[config.mk]
export PLATFORM = sky130hd
export DESIGN_NAME = gcd_requester
export DESIGN_NICKNAME = d
export VERILOG_FILES = /design/src/rtl/gcd_requester.sv
export SDC_FILE = /design/constraint.sdc
export NUM_CORES = 1
export LEC_CHECK = 0
export CAP_MARGIN = 25
export CELL_PAD_IN_SITES_DETAIL_PLACEMENT = 1
export CELL_PAD_IN_SITES_GLOBAL_PLACEMENT = 2
export CORE_UTILIZATION = 29
export CTS_CLUSTER_DIAMETER = 30
export DETAILED_ROUTE_END_ITERATION = 16
export GPL_TIMING_DRIVEN = 0
export PLACE_DENSITY_LB_ADDON = 0.15
export SYNTH_ARGS = -nofsm -noshare
export SYNTH_HDL_FRONTEND = slang
export SYNTH_SLANG_ARGS = --single-unit
export TNS_END_PERCENT = 5
[constraint.sdc]
create_clock -name clk -period 2.8 [get_ports clk]
set_input_delay 0.56 -clock clk [delete_from_list [all_inputs] [get_ports clk]]
set_output_delay 0.56 -clock clk [all_outputs]
set_load 0.01 [all_outputs]
[src/rtl/gcd_requester.sv]
// Purpose : host-side initiator for the GCD engine: takes one {a,b} request, drives the
//           engine, waits for its result (or a timeout) and returns it to the host.
// Latency : zero-operand requests respond in the cycle after the request handshake;
//           otherwise 1 cycle to issue, then engine latency + 1, or TIMEOUT cycles of WAIT.
// Backpres: one transaction in flight; req_ready is low from acceptance until the
//           response handshake. Engine input is held stable until gcd_in_ready, and the
//           response is held stable until rsp_ready.
//
// Ports:
//   clk, rst         - clock (rising edge) and asynchronous active-low reset
//   req_*            - host request channel (valid/ready, operands a and b)
//   gcd_in_*         - engine input word {a,b}, with a in the upper half
//   gcd_out_*        - engine result (only looked at while waiting for it)
//   rsp_*            - host response channel (valid/ready, data, error flag)
//   busy, count      - not-idle flag, completed-response counter (wraps at 16 bits)
module gcd_requester #(
  parameter int WIDTH   = 16,
  parameter int TIMEOUT = 1024
) (
  input  logic               clk,
  input  logic               rst,
  input  logic               req_valid,
  input  logic [WIDTH-1:0]   req_a,
  input  logic [WIDTH-1:0]   req_b,
  output logic               req_ready,
  output logic               gcd_in_valid,
  output logic [2*WIDTH-1:0] gcd_in_data,
  input  logic               gcd_in_ready,
  input  logic               gcd_out_valid,
  input  logic [WIDTH-1:0]   gcd_out_data,
  output logic               rsp_valid,
  output logic [WIDTH-1:0]   rsp_data,
  output logic               rsp_error,
  input  logic               rsp_ready,
  output logic               busy,
  output logic [15:0]        count
);

  localparam int TW = $clog2(TIMEOUT);
  localparam logic [TW-1:0] TLAST = TW'(TIMEOUT - 1);

  typedef enum logic [1:0] {
    IDLE  = 2'd0,
    ISSUE = 2'd1,
    WAIT  = 2'd2,
    RESP  = 2'd3
  } state_t;

  state_t           state, state_nxt;
  logic [WIDTH-1:0] a_q, a_nxt;
  logic [WIDTH-1:0] b_q, b_nxt;
  logic [WIDTH-1:0] data_q, data_nxt;
  logic             err_q, err_nxt;
  logic [TW-1:0]    tcnt_q, tcnt_nxt;
  logic [15:0]      cnt_q, cnt_nxt;

  always_ff @(posedge clk or negedge rst) begin
    if (!rst) begin
      state  <= IDLE;
      a_q    <= '0;
      b_q    <= '0;
      data_q <= '0;
      err_q  <= 1'b0;
      tcnt_q <= '0;
      cnt_q  <= '0;
    end else begin
      state  <= state_nxt;
      a_q    <= a_nxt;
      b_q    <= b_nxt;
      data_q <= data_nxt;
      err_q  <= err_nxt;
      tcnt_q <= tcnt_nxt;
      cnt_q  <= cnt_nxt;
    end
  end

  always_comb begin
    state_nxt = state;
    a_nxt     = a_q;
    b_nxt     = b_q;
    data_nxt  = data_q;
    err_nxt   = err_q;
    tcnt_nxt  = tcnt_q;
    cnt_nxt   = cnt_q;
    case (state)
      IDLE: begin
        if (req_valid) begin
          a_nxt = req_a;
          b_nxt = req_b;
          if (req_a == '0 && req_b == '0) begin
            // gcd(0,0) is undefined: answer locally with an error
            data_nxt  = '0;
            err_nxt   = 1'b1;
            state_nxt = RESP;
          end else if (req_a == '0 || req_b == '0) begin
            // gcd(x,0) = x; the OR picks the nonzero operand
            data_nxt  = req_a | req_b;
            err_nxt   = 1'b0;
            state_nxt = RESP;
          end else begin
            state_nxt = ISSUE;
          end
        end
      end
      ISSUE: begin
        if (gcd_in_ready) begin
          tcnt_nxt  = '0;
          state_nxt = WAIT;
        end
      end
      WAIT: begin
        tcnt_nxt = tcnt_q + TW'(1);
        // a result arriving on the last allowed cycle still beats the timeout
        if (gcd_out_valid) begin
          data_nxt  = gcd_out_data;
          err_nxt   = 1'b0;
          state_nxt = RESP;
        end else if (tcnt_q == TLAST) begin
          data_nxt  = '0;
          err_nxt   = 1'b1;
          state_nxt = RESP;
        end
      end
      RESP: begin
        if (rsp_ready) begin
          cnt_nxt   = cnt_q + 16'd1;
          state_nxt = IDLE;
        end
      end
      default: state_nxt = IDLE;
    endcase
  end

  // Outputs are pure decodes of registered state; nothing flows straight from inputs.
  assign req_ready    = (state == IDLE);
  assign gcd_in_valid = (state == ISSUE);
  assign gcd_in_data  = (state == ISSUE) ? {a_q, b_q} : '0;
  assign rsp_valid    = (state == RESP);
  assign rsp_data     = (state == RESP) ? data_q : '0;
  assign rsp_error    = (state == RESP) && err_q;
  assign busy         = (state != IDLE);
  assign count        = cnt_q;

endmodule

==> README.md, run 1 <==
| Metric | Reported |
|:---|:---|
| Largest net degree at the start of global routing | 44 |
| Flop count | 77 |
| Count of multi-input gates | 259 |
| CTS tree | yes |
| Drt via density | 4.665 |
| Part of the power in the clock network | 25.0% |
| Post-Synthesis Net Count | 420 |
| Area of the mapped netlist | 0.003968 mm2 |
| Fraction of power consumed by combinational cells | 44.3% |
| Type of the worst setup path | reg2out |
| Remaining routing DRC violations | 0 |
| # IOs | 123 |
| Global-route usage over all layers | 17.66% |
| Portion of the layout cell area used by non-clock buffers | 23.55% |
| Top logic cell by instance count in the layout | sky130_fd_sc_hd__clkdlybuf4s50_1 |
| Unrepaired setup endpoints after global routing | no |
| Maximum fanout encountered on the critical timing path | 10 |
| Element type at the critical path end | output pin |
| Count of hold buffers inserted by post-cts repair | 0 |
| Final Max-Slew Violation Tally | 0 |
| Number of inverters outside the clock class in the layout | 7 |
| Cell-by-cell listing of the critical path | inv_1, ha_4, clkbuf_4, and2_1, clkdlybuf4s50_1 |
| Worst path required time | 2.24 ns |
| First-pass GRT wire length | 18800 um |
| Area fraction in compound gates after synthesis | 4.604% |
| Worst-case clock skew | 0.004478 ns |
| Biggest combinational cell group after synthesis | simple AND/OR/NAND/NOR gates |
| Antenna diode instance count | 0 |
| Post-place setup slack | -0.3248 ns |
| Instance area at placement | 0.005434 mm2 |
| Endpoints failing hold | 0 |
| Number of core rows | 42 |
| Cells in synth_stat.txt | 359 |
| Total via count in the routed design | 3144 |
| Critical path depth in cells | 5 |
| Number of buffers added on ports | 122 |
| CTS root buf | sky130_fd_sc_hd__clkbuf_16 |
| Library cell contributing the largest single delay on the critical path | sky130_fd_sc_hd__clkdlybuf4s50_1 |
| Minimum period implied by the final worst setup slack | 2.660 ns |
| Synth top area share | 48.57% |
| Clock network latency to the later pin of the worst-skew pair | 0.35 ns |
| Synthesized area per cell | 11.05 um2 |
| Routability Congestion | 0.7410 |
| Worst r2r src | state[1]$_DFFE_PN0P_ |
| Result of the run | complete, no violations |
| Final setup fails | 0 |
| Number of sinks handled by clock tree synthesis | 77 |
| Length of the first detailed-routing pass in iterations | 4 |
| Multi-input gate area | 0.001936 mm2 |
| # H-tree levels | 3 |
| Worst-case clock buffer depth | 2 |
| Switching fraction of total power | 31.37% |
| Die Footprint | 0.01415 mm2 |
| Fin area | 0.005849 mm2 |
| Endpoint arrival time on the critical path | 2.10 ns |
| FF+latch area | 0.001927 mm2 |
| Leading post-synthesis cells by instance count | sky130_fd_sc_hd__dfrtp_1 (77), sky130_fd_sc_hd__and2_1 (51), sky130_fd_sc_hd__mux2_2 (41) |
| Cell type with the largest total area after synthesis | sky130_fd_sc_hd__dfrtp_1 |
| Post-synth regs | 77 |
| Leakage | 2.391 nW |
| Register share after synthesis | 48.57% |
| Worst reg2reg path depth | 8 |
| Fa+ha+maj area frac | 2.208% |
| Count of fill cells added during filler insertion | 1473 |
| Layout overhead on the synthesized area | 47.43% |
| Fraction of area in registers | 32.94% |
run 1: worst max-delay path by stage:
stage	endpoint	startpoint	slack, ns
floorplan	data_q[10]$_DFFE_PN0P_	state[0]$_DFFE_PN0P_	0.60
finish	gcd_in_data[1]	state[1]$_DFFE_PN0P_	0.14
global route	gcd_in_data[17]	state[1]$_DFFE_PN0P_	0.05
CTS	data_q[10]$_DFFE_PN0P_	req_b[2]	0.004
detailed placement	data_q[14]$_DFFE_PN0P_	req_b[2]	-0.32
global placement	count[8]$_DFFE_PN0P_	rst	-1.85
run 1: timing repair:
item                                    in CTS  in global routing
gates cloned                                 0                  0
pin swaps                                    0                  1
resized                                      7                  3
endpoints found under the setup margin      40                 42
buffers inserted                             0                  3
endpoints found under the hold margin        0                  0
run 1: flip-flops by register name (all words and copies together) (netlist names):
register  cells
a_q          16
b_q          16
count        16
data_q       16
err_q         1
state         2
tcnt_q       10
run 1: layer usage:
layer	vias to the layer above	part of all wire [%]	global-route usage (%)
met1	1554	46	22.60
met2	76	47	28.18
met3	13	5.0	4.071
met4	0	2.0	8.228
li1	1501	-	-
met5	-	0	0
run 1: power by group through the flow:
stage                     combinational [mW]  sequential [mW]  clock [mW]
final                                   2.56             1.77        1.45
after global routing                    2.81             1.83        1.52
after CTS                               2.57             1.77        1.49
after detailed placement                2.54             1.79           0
after global placement                  2.48             1.76           0
after floorplan                         1.41             1.72           0
run 1: through the flow:
stage                     util, %  hold WS [ns]  setup TNS (ns)  total power, mW
after floorplan                 -        0.2644               0            3.134
after global placement      40.68        0.4565         -147.98            4.242
after detailed placement    40.87        0.4662          -5.329            4.329
after CTS                   43.64        0.1981               0            5.830
after global routing        44.00        0.2185               0            6.154
final                       44.00        0.1873               0            5.784
**Run 1: clock nets**

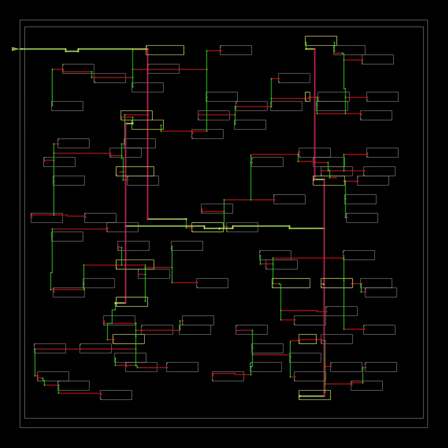
number of clock buffers in the layout: 11
number of CTS-inserted buffers: 9

**Run 1: floorplan with the power grid**

Pins as bars on the die edge. Tap cells in grey.
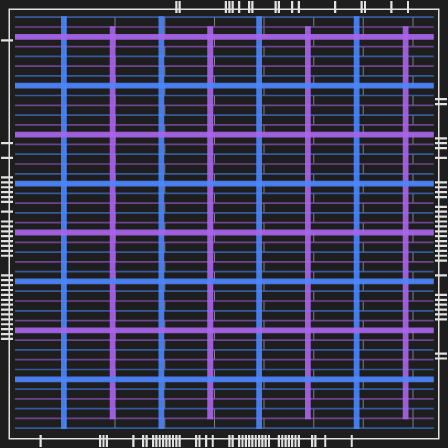
colour	net
blue	VSS
purple	VDD
rows	42
met1 rails	43
y dimension of the die: 119.0 um
Worst VDD drop: 0.0003126 V
area of the core: 0.01330 mm2
x dimension of the die: 119.0 um

**Run 1: placement by cell class**

Scale bar: 20 um.
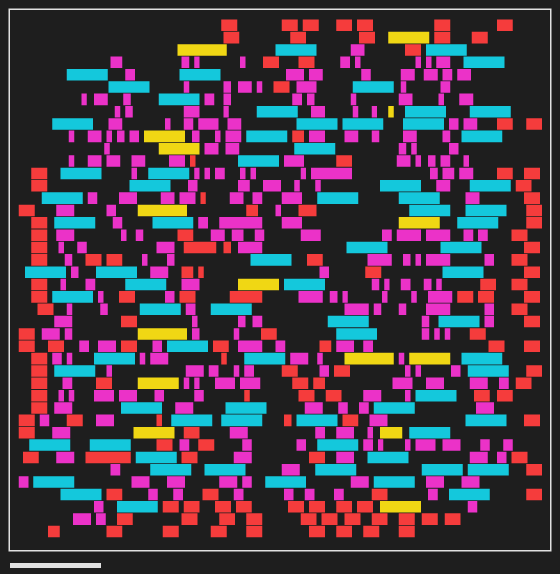
colour	class	cells
yellow	clock drivers and dummy loads	15
cyan	registers	77
red	remaining buffers and delay cells	140
magenta	remaining logic cells	266

**Run 1: clock wires, drivers and flops**

Scale bar: 20 um.
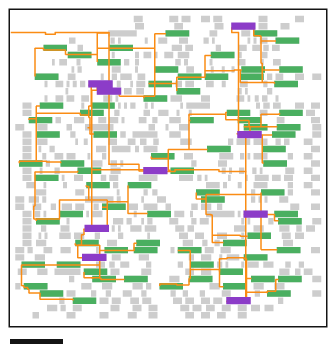
[orange] clock wires | length: 1220 um
[purple] clock-net drivers | count: 9
[green] flip-flops | count: 77
flops lie	spread over the die
routed clock nets	10

--- run 2 (diff from run 1) ---
CAP_MARGIN = not set   (was 25)
GPL_TIMING_DRIVEN = not set   (was 0)
**Run 2: placement by cell class**

Scale bar: 20 um.
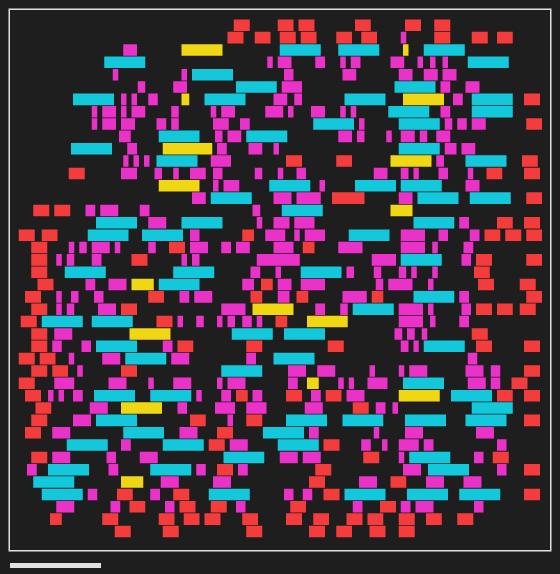
colour	class	cells
magenta	remaining logic cells	266
yellow	clock drivers and dummy loads	16
red	remaining buffers and delay cells	131
cyan	registers	77
number of core rows: 42
fraction of area in registers: 33.74%
core utilization of the finished layout: 42.95%
fin area: 0.005710 mm2

**Run 2: clock wires, drivers and flops**

Scale bar: 20 um.
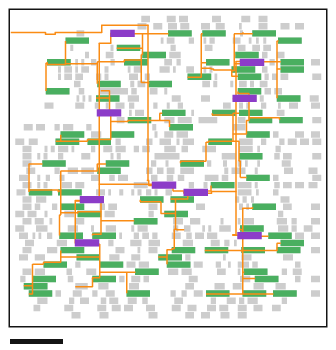
[orange] clock wires | length: 1130 um
[green] flip-flops | count: 77
[purple] clock-net drivers | count: 9
routed clock nets	10
Clock group: 1.21 mW
part of the power in the clock network: 22.2%
worst-case clock skew: 0.005881 ns
clock network latency to the later pin of the worst-skew pair: 0.34 ns

==> run 2 against run 1 <==
Hold slack better by 0.19 ns; fmax is 0.90% higher; register-to-register slack about the same; clock-buffer cell count rose by 2; combinational power shrank 4%; routed wire length shrank 5.7%; clock power shrank 17%; worst setup slack better by 0.024 ns; non-clock buffer count fell by 9; first-iteration DRC count shrank 21%; largest power group unchanged.
==> README.md, run 2 <==
| Metric | Reported |
|:---|:---|
| Y dimension of the die | 119.0 um |
| Worst r2r src | state[0]$_DFFE_PN0P_ |
| Synthesized area per cell | 11.05 um2 |
| Routability Congestion | 0.7370 |
| Unrepaired setup endpoints after global routing | no |
| Register share after synthesis | 48.57% |
| Most utilized layer in the global route result | met2 |
| First-pass GRT wire length | 17880 um |
| Final Power | 5.432 mW |
| Top logic cell by instance count in the layout | sky130_fd_sc_hd__clkdlybuf4s50_1 |
| Met1 demand-to-capacity share in global routing | 21.65% |
| Minimum period implied by the final worst setup slack | 2.636 ns |
| Worst reg2reg path depth | 7 |
| Global-route usage over all layers | 16.56% |
| Post-place setup slack | -0.07874 ns |
| Area of the core | 0.01330 mm2 |
| Cells in synth_stat.txt | 359 |
| Drt via density | 4.568 |
| CTS-repair resized insts | 0 |
| Library cell contributing the largest single delay on the critical path | sky130_fd_sc_hd__clkdlybuf4s50_1 |
| Count of fill cells added during filler insertion | 1465 |
| Remaining routing DRC violations | 0 |
| Maximum fanout encountered on the critical timing path | 32 |
| # H-tree levels | 3 |
| Result of the run | complete, no violations |
| Final setup fails | 0 |
| Power Sequential | 1.77 mW |
| Leading post-synthesis cells by instance count | sky130_fd_sc_hd__dfrtp_1 (77), sky130_fd_sc_hd__and2_1 (51), sky130_fd_sc_hd__mux2_2 (41) |
| Number of sinks handled by clock tree synthesis | 77 |
| Worst setup path startpoint | state[1]$_DFFE_PN0P_ |
| Worst path required time | 2.24 ns |
| Switching fraction of total power | 31.82% |
| Number of buffers added on ports | 122 |
| Final Max-Slew Violation Tally | 0 |
| Top contributor to total power | combinational cells |
| Die Footprint | 0.01415 mm2 |
| # IOs | 123 |
| Endpoints failing hold | 0 |
| Power in combinational cells | 2.46 mW |
| Antenna diode instance count | 0 |
| Fraction of power consumed by combinational cells | 45.3% |
| Worst-case clock buffer depth | 2 |
-- run 2: cell counts after synthesis --
Identical to the previous run, type by type.
-- run 2: layer usage --
metal	part of all wire, %	vias up
li1	-	1477
met1	46	1474
met2	46	79
met3	5.4	12
met4	1.9	0
met5	0	-
-- run 2: kinds of logic (layout without fill, tap and decap cells) --
kind of cell | count (synthesis) | count (layout) | synth area share [%]
AND/OR/NAND/NOR | 150 | 150 | 21.07
flip-flops | 77 | 77 | 48.57
adder cells (fa/ha/maj) | 7 | 7 | 2.207
XOR/XNOR | 20 | 20 | 4.415
AND-OR/OR-AND | 28 | 28 | 4.604
multiplexers | 54 | 54 | 16.18
buffers and inverters | 23 | 154 | 2.964
-- run 2: layout make-up --
cell class / count / area [um2] / share of cell area [%]
sequential: 77 / 1927 / 33.74
multi-input combinational: 259 / 1926 / 33.72
timing repair buffer: 131 / 1299 / 22.74
clock buffer: 13 / 270.3 / 4.733
tap: 176 / 220.2 / 3.856
clock inverter: 3 / 42.54 / 0.7450
inverter: 7 / 26.28 / 0.4601
-- run 2: worst max path at each step --
| stage | end | slack (ns) | cells past startpoint |
|---|---|---|---|
| detailed placement | data_q[0]$_DFFE_PN0P_ | -0.08 | 7 |
| floorplan | data_q[10]$_DFFE_PN0P_ | 0.60 | 7 |
| global route | gcd_in_data[8] | 0.06 | 5 |
| finish | gcd_in_data[3] | 0.16 | 5 |
| CTS | gcd_in_data[9] | 0.06 | 5 |
| global placement | data_q[7]$_DFFE_PN0P_ | -0.04 | 7 |
-- run 2: through the flow --
stage	std cells	hold WS, ns	instance area, um2	TNS, ns
after global placement	650	0.4575	5395	-0.5423
after CTS	666	0.4363	5708	0
final	666	0.3736	5710	0
after detailed placement	650	0.4664	5395	-1.078
after global routing	666	0.4742	5710	0
after floorplan	359	0.2644	3968	0
Power and IR drop assume default switching activity.
